Fig. 1: run 1, the metal 1 layer
Drawn at 1.5 px/um. Cells faint in the background.
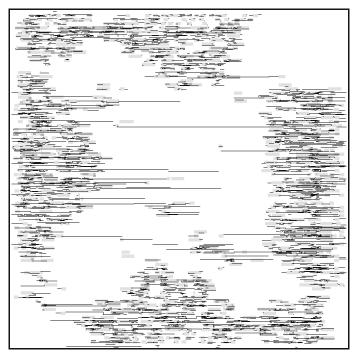
Fig. 2: run 1, the metal 2 layer
Drawn at 2 px/um.
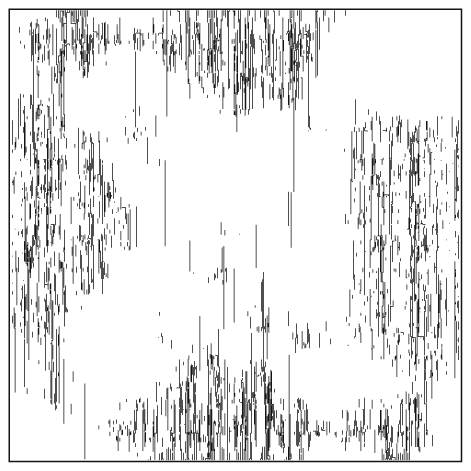
Fig. 3: run 1, signal wires on met3
Drawn at 1 px/um. Cells faint in the background.
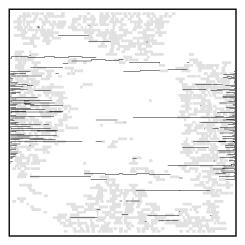
**config.mk**
```make
export PLATFORM = sky130hd
export DESIGN_NAME = pipe_stage_skid
export DESIGN_NICKNAME = d
export VERILOG_FILES = /design/src/rtl/pipe_stage_skid.sv
export SDC_FILE = /design/constraint.sdc
export NUM_CORES = 1
export LEC_CHECK = 0
export CAP_MARGIN = 5
export CORE_MARGIN = 2
export CORE_UTILIZATION = 25
export CTS_CLUSTER_SIZE = 14
export DETAILED_ROUTE_END_ITERATION = 10
export HOLD_SLACK_MARGIN = 0.02
export SLEW_MARGIN = 20
export SYNTH_ARGS = -nofsm -noshare
export SYNTH_HDL_FRONTEND = slang
export SYNTH_SLANG_ARGS = --single-unit
```
**constraint.sdc**
```tcl
create_clock -name Clk -period 19.46 [get_ports Clk]
set_clock_uncertainty 0.05 [all_clocks]
set_input_delay 5.838 -clock Clk [delete_from_list [all_inputs] [get_ports Clk]]
set_output_delay 5.838 -clock Clk [all_outputs]
set_load 0.005 [all_outputs]
```
**src/rtl/pipe_stage_skid.sv**
```systemverilog
// rtl/pipe_stage_skid.sv - elastic pipeline-stage register with two-entry skid buffer
//
// Carries a control bundle, NUM_DATA data lanes and a destination-register
// field across a pipeline boundary with valid/ready handshaking on both sides.
// Flush squashes every held and incoming entry; a squashed entry never shows
// non-zero control bits downstream.
//
// Optional build macro: PIPE_STAGE_PERF_EN adds StallCount/DropCount outputs.
//
// Ports:
//   Clk        rising-edge clock
//   Reset      asynchronous, active-high reset
//   Flush      synchronous squash of held and incoming entries
//   inValid    upstream offers an entry
//   inReady    stage can accept (decoded from state only)
//   inCtrl     control bundle in
//   inData     NUM_DATA lanes packed, lane 0 in LSBs
//   inReg      destination register in
//   outValid   entry presented downstream (decoded from state only)
//   outReady   downstream accepts
//   outCtrl    control out, forced to 0 while outValid=0
//   outData    data lanes out, held while invalid
//   outReg     destination register out, held while invalid
//   StallCount cycles with outValid=1 and outReady=0, saturating (perf build)
//   DropCount  entries discarded by Flush, saturating (perf build)
module pipe_stage_skid #(
    parameter int CTRL_W   = 4,
    parameter int DATA_W   = 32,
    parameter int NUM_DATA = 4,
    parameter int REG_W    = 5
) (
    input  logic                       Clk,
    input  logic                       Reset,
    input  logic                       Flush,
    input  logic                       inValid,
    output logic                       inReady,
    input  logic [CTRL_W-1:0]          inCtrl,
    input  logic [NUM_DATA*DATA_W-1:0] inData,
    input  logic [REG_W-1:0]           inReg,
    output logic                       outValid,
    input  logic                       outReady,
    output logic [CTRL_W-1:0]          outCtrl,
    output logic [NUM_DATA*DATA_W-1:0] outData,
    output logic [REG_W-1:0]           outReg
`ifdef PIPE_STAGE_PERF_EN
    ,
    output logic [31:0]                StallCount,
    output logic [31:0]                DropCount
`endif
);

    localparam int LANES_W = NUM_DATA * DATA_W;
    localparam int PAY_W   = CTRL_W + LANES_W + REG_W;

    typedef enum logic [1:0] {
        EMPTY = 2'd0,
        ONE   = 2'd1,
        TWO   = 2'd2
    } state_t;

    state_t             state;
    state_t             stateNext;
    logic [PAY_W-1:0]   mainQ;
    logic [PAY_W-1:0]   skidQ;
    logic [PAY_W-1:0]   inPayload;
    logic               accept;
    logic               release_;
    logic               loadMainIn;
    logic               loadMainSkid;
    logic               loadSkid;

    assign inPayload = {inCtrl, inData, inReg};

    // Both handshake outputs are pure decodes of the state register, so
    // neither depends combinationally on inValid or outReady.
    assign inReady  = (state != TWO);
    assign outValid = (state != EMPTY);
    assign accept   = inValid & inReady;
    assign release_ = outValid & outReady;

    always_comb begin
        stateNext    = state;
        loadMainIn   = 1'b0;
        loadMainSkid = 1'b0;
        loadSkid     = 1'b0;
        if (Flush) begin
            // Any release this cycle has already been sampled downstream;
            // everything else, including a same-cycle accept, is dropped.
            stateNext = EMPTY;
        end else begin
            case (state)
                EMPTY: begin
                    if (accept) begin
                        loadMainIn = 1'b1;
                        stateNext  = ONE;
                    end
                end
                ONE: begin
                    if (accept && release_) begin
                        loadMainIn = 1'b1;
                    end else if (accept) begin
                        loadSkid  = 1'b1;
                        stateNext = TWO;
                    end else if (release_) begin
                        stateNext = EMPTY;
                    end
                end
                TWO: begin
                    if (release_) begin
                        loadMainSkid = 1'b1;
                        stateNext    = ONE;
                    end
                end
                default: stateNext = EMPTY;
            endcase
        end
    end

    always_ff @(posedge Clk or posedge Reset) begin
        if (Reset) begin
            state <= EMPTY;
            mainQ <= '0;
            skidQ <= '0;
        end else begin
            state <= stateNext;
            if (loadMainIn) begin
                mainQ <= inPayload;
            end else if (loadMainSkid) begin
                mainQ <= skidQ;
            end
            if (loadSkid) begin
                skidQ <= inPayload;
            end
        end
    end

    assign outCtrl = mainQ[PAY_W-1 -: CTRL_W] & {CTRL_W{outValid}};
    assign outData = mainQ[REG_W +: LANES_W];
    assign outReg  = mainQ[REG_W-1:0];

`ifdef PIPE_STAGE_PERF_EN
    logic [1:0]  heldCnt;
    logic [1:0]  dropAdd;
    logic [32:0] dropSum;

    // Held entries minus one released this cycle, plus a same-cycle accept.
    // In TWO no accept is possible, so the result never exceeds 2.
    assign heldCnt = (state == TWO) ? 2'd2 : ((state == ONE) ? 2'd1 : 2'd0);
    assign dropAdd = heldCnt - {1'b0, release_} + {1'b0, accept};
    assign dropSum = {1'b0, DropCount} + {31'b0, dropAdd};

    always_ff @(posedge Clk or posedge Reset) begin
        if (Reset) begin
            StallCount <= '0;
            DropCount  <= '0;
        end else begin
            if (outValid && !outReady && (StallCount != 32'hFFFF_FFFF)) begin
                StallCount <= StallCount + 32'd1;
            end
            if (Flush) begin
                DropCount <= dropSum[32] ? 32'hFFFF_FFFF : dropSum[31:0];
            end
        end
    end
`endif

endmodule
```
==> reports/results.tsv, run 1 <==
stage	metric	value	unit
status	status	complete, no violations	
power	power.switching_fraction	0.246	
synthesis	synth.ff_latch_count	276	
sta	period_used_share	0.450	
clocking	clock-sinks	276	
power	power_per_cell_area	111	nW/um^2
setup_path	cp_max_fanout	55	
floorplanning	fp_util	0.252	
power	power_frac_seq	0.454	
floorplanning	chipArea	50800	um^2
route	drtPass1Iterations	4	
setup_path	setup.reg_to_reg.worst_slack	16.18	ns
clocking	clockBufferDepth	3	
cells_and_area	total_non_filler_cell_area_in_the_finished_layout	15600	um^2
global_route	maximum_number_of_pins_on_one_net_before_global_route_repair	87	
sta	max_slew.worst_pin.slew	0.958	ns
clocking	cts.htree.levels	2	
placement	dpl_cell_area	14500	um^2
global_route	initial_antenna_violation_count	2	
floorplanning	vertical_die_dimension	225	um
sta	fin_tns_setup	0	ns
floorplanning	placeableCoreArea	48600	um^2
synthesis	synth_chip_area	12300	um^2
floorplanning	site_row_count	81	
synthesis	synthDistinctLibCells	26	
power	worst_voltage_drop_across_the_vdd_grid	0.0579	mV
sta	hold-worst-slack	0.443	ns
route	viasPerCell	4.53	
global_route	global_route_wire_length_before_repair	46.4	mm
placement	post-place-ws	10.09	ns
global_route	grt_pass1_vias	7871	
clocking	path_clk_slew	0.06	ns
global_route	grt_util_all_layers	0.116	
global_route	grt_overflow_total	0	
clocking	worstSkewPairLatency	0.53	ns
power	intPower	1.31	mW
sta	timing.final.setup_violations	0	
power	pwr-share-clk	0.356	
route	drt.antenna.violating_nets	0	
clocking	cts_made_buffers	34	
cells_and_area	num_antenna_cells	0	
placement	place.gp.congestion	0.732	
sta	final.setup.worst_slack	10.71	ns
power	switchingPower	0.426	mW
synthesis	yosysSeqAreaShare	0.564	
cells_and_area	layout_top_cell_excl_fill_tap	sky130_fd_sc_hd__clkdlybuf4s50_1	
synthesis	synth_nets	1043	
setup_path	end_kind	register	
About Fig. 1:
nets with wire on the layer: 1048
wire length on this layer: 13500 um
longest straight run: 111 um
share of all routed wire: 46%

About Fig. 2:
main direction: vertical
wire length on this layer: 12900 um
share of all routed wire: 44%

About Fig. 3:
longest straight run: 101 um
main direction: horizontal
nets with wire on the layer: 176
global-route met3 utilization: 0.0460
total wire length: 29.7 mm

run 1: worst paths after layout:
check	startpoint	cells past startpoint	end
max	Flush	6	mainQ[41]
min	skidQ[21]	1	skidQ[21]
max reg2reg	state[1]	5	mainQ[41]
min reg2reg	skidQ[21]	1	skidQ[21]
max in group asynchronous	Reset	4	mainQ[25]
min in group asynchronous	Reset	2	skidQ[70]
run 1: registers in the layout, indices dropped and copies added, names as in the netlist:
name / cells
mainQ: 137
skidQ: 137
state: 2
run 1: layer usage:
layer,track usage,routed length [um],vias up,part of all wire
met4,0.0308,546,4,0.018
met5,0,27,-,0.00091
met1,0.157,13500,3922,0.46
met2,0.173,12900,242,0.44
met3,0.0460,2620,42,0.088
li1,-,-,3408,-
run 1: cells by family after synthesis:
family          share of synthesized area
compound gates                      0.115
buf+inv                             0.117
flops                               0.564
mux                                 0.127
simple gates                       0.0779
run 1: critical path, stage by stage:
cell	delay, ns
sky130_fd_sc_hd__clkdlybuf4s50_1	0.57
sky130_fd_sc_hd__and4bb_4	0.44
sky130_fd_sc_hd__o21ba_4	0.74
sky130_fd_sc_hd__buf_4	0.60
sky130_fd_sc_hd__buf_4	0.65
sky130_fd_sc_hd__a221o_1	0.26
run 1: Yosys cell counts, drive strengths merged:
cell type and n:
a211oi 1, a21oi 1, a221o 137, and2 137, and2b 2, and4bb 1
buf 178, clkbuf 15, dfrtp 276, inv 2, mux2 137, mux2i 1
nand2 1, nand3b 1, nor2 2, nor2b 4, o21ba 1, o32ai 1
or2 1, or2b 1, or3b 1
run 1: metrics by stage:
step / std cells / power [mW]
final: 1680 / 1.74
after global routing: 1680 / 1.83
after CTS: 1679 / 1.77
after detailed placement: 1621 / 1.13
after global placement: 1621 / 1.12
after floorplan: 901 / 1.01
run 1: power by group through the flow:
| stage | sequential (mW) | clock [mW] | combinational (mW) |
|---|---|---|---|
| detailed placement | 0.797 | 0 | 0.334 |
| floorplan | 0.772 | 0 | 0.240 |
| CTS | 0.789 | 0.644 | 0.335 |
| finish | 0.789 | 0.619 | 0.329 |
| global placement | 0.793 | 0 | 0.325 |
| global route | 0.808 | 0.666 | 0.358 |
run 1: final cells by class:
class / count / area (um^2) / area share
Timing Repair Buffer: 292 / 2910 / 0.186
Clock buffer: 46 / 987 / 0.0631
Multi-Input combinational cell: 430 / 3930 / 0.251
Clock inverter: 12 / 114 / 0.00728
Sequential cell: 276 / 6910 / 0.442
Tap cell: 622 / 778 / 0.0498
Inverter: 2 / 15.0 / 0.000960
==> run 2, diff against run 1 <==
==> constraint.sdc (replaced) <==
create_clock -name Clk -period 7.5 [get_ports Clk]
set_clock_uncertainty 0.05 [all_clocks]
set_input_delay 2.25 -clock Clk [delete_from_list [all_inputs] [get_ports Clk]]
set_output_delay 2.25 -clock Clk [all_outputs]
set_load 0.005 [all_outputs]
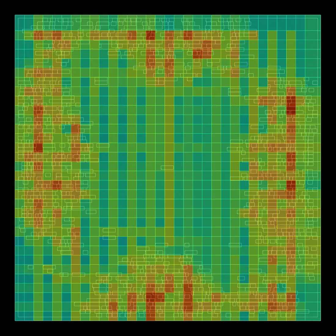
Fig. 4. Track usage over the die (run 2).
routed len/inst: 17.4 um
global-route met3 utilization: 0.0402
met2 global-route usage: 0.163
met1 demand-to-capacity share in global routing: 0.156

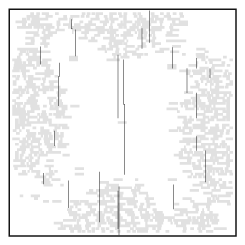
Fig. 5. Metal 4 (run 2).
Drawn at 1 px/um. Cells faint in the background.
longest straight run: 70.2 um
share of all routed wire: 2.3%
wire length on this layer: 680 um
nets with wire on the layer: 9
main direction: vertical

==> reports/results.tsv, run 2 <==
stage	metric	value	unit	change
route	detail_route.wirelength	29.1	mm	-1.8%
floorplanning	chipArea	50800	um^2	unchanged
sta	period_used_share	0.611		
route	viasPerCell	4.55		+0.38%
route	drt.antenna.violating_nets	0		unchanged
floorplanning	placeableCoreArea	48600	um^2	unchanged
global_route	maximum_number_of_pins_on_one_net_before_global_route_repair	147		+69%
setup_path	critical-path-max-stage-delay	0.95	ns	+0.21 ns
setup_path	cp_max_fanout	77		+40%
power	switchingPower	1.10	mW	+160%
clocking	worstSkewPairLatency	0.52	ns	about the same
sta	fin_tns_setup	0	ns	unchanged
setup_path	end_kind	register		
synthesis	synth_async_sr_flop_share	1.00		unchanged
floorplanning	site_row_count	81		unchanged
global_route	grt_pass1_vias	7755		-1.5%
setup_path	cp_slowest_cell	sky130_fd_sc_hd__o21ba_4		
power	power.switching_fraction	0.244		-0.00196
clocking	clock-sinks	276		unchanged
synthesis	synthDistinctLibCells	26		unchanged
global_route	global_route_wire_length_before_repair	45.2	mm	-2.6%
power	worst_voltage_drop_across_the_vdd_grid	0.141	mV	+140%
status	status	complete, no violations		
clocking	path_clk_slew	0.06	ns	about the same
cells_and_area	biggestRegsByFlops	mainQ x137, skidQ x137, state x2		
clocking	cts_made_buffers	34		unchanged
floorplanning	fp_util	0.252		unchanged
synthesis	post_synth_top_flop	sky130_fd_sc_hd__dfrtp_1		
## run 2: cell counts after synthesis
Identical to the previous run, type by type.
## run 2: area by class of cell
type                    count  area (um^2)
clock buffers              49         1030
repair buffers            287         2910
clock inverters            10         86.3
multi-input cells         430         3930
flip-flops and latches    276         6910
well taps                 622          778
fillers                  4841        33000
inverters                   2         11.3
## run 2: stage by stage
stage	power, mW	hold WS, ns	setup WS, ns	instances
6_report	4.53	0.443	2.92	1676
5_1_grt	4.78	0.456	2.79	1676
4_1_cts	4.61	0.447	2.92	1676
3_5_place_dp	2.93	0.434	2.37	1617
3_3_place_gp	2.90	0.427	2.40	1617
2_1_floorplan	2.63	0.421	1.55	901
## run 2: logic make-up after synthesis
kind of cell | after synthesis | share of synthesized area
mux | 138 | 0.127
compound gates | 141 | 0.115
flops | 276 | 0.564
buf+inv | 195 | 0.117
simple gates | 151 | 0.0779
## run 2: power by group through the flow
| stage | clock network, mW | logic [mW] | registers (mW) |
|---|---|---|---|
| after floorplan | 0 | 0.623 | 2.00 |
| after global placement | 0 | 0.846 | 2.05 |
| after detailed placement | 0 | 0.868 | 2.07 |
| after CTS | 1.70 | 0.871 | 2.05 |
| after global routing | 1.76 | 0.927 | 2.09 |
| final | 1.63 | 0.854 | 2.05 |
## run 2: per-layer routing
metal,up-vias,track usage,part of all wire
met4,0,0.0357,0.023
li1,3402,-,-
met1,3911,0.156,0.47
met2,265,0.163,0.43
met5,-,0,0
met3,51,0.0402,0.081
## run 2: critical path, delay by kind of cell
family	cells	cell delay, ns
AOI/OAI and AO/OA	2	1.18
buffers and inverters	2	0.99
and+or+nand+nor	1	0.45
## run 2: worst paths after layout
kind	startpoint	end	slack, ns	depth (start not counted)
setup / recovery	Flush	mainQ[81]	2.92	5
hold / removal	skidQ[125]	skidQ[125]	0.44	1
setup reg to reg	state[1]	mainQ[81]	4.80	4
hold reg to reg	skidQ[125]	skidQ[125]	0.44	1
max in group asynchronous	Reset	skidQ[55]	4.15	3
min in group asynchronous	Reset	skidQ[123]	2.03	2
Power and IR drop assume default switching activity.
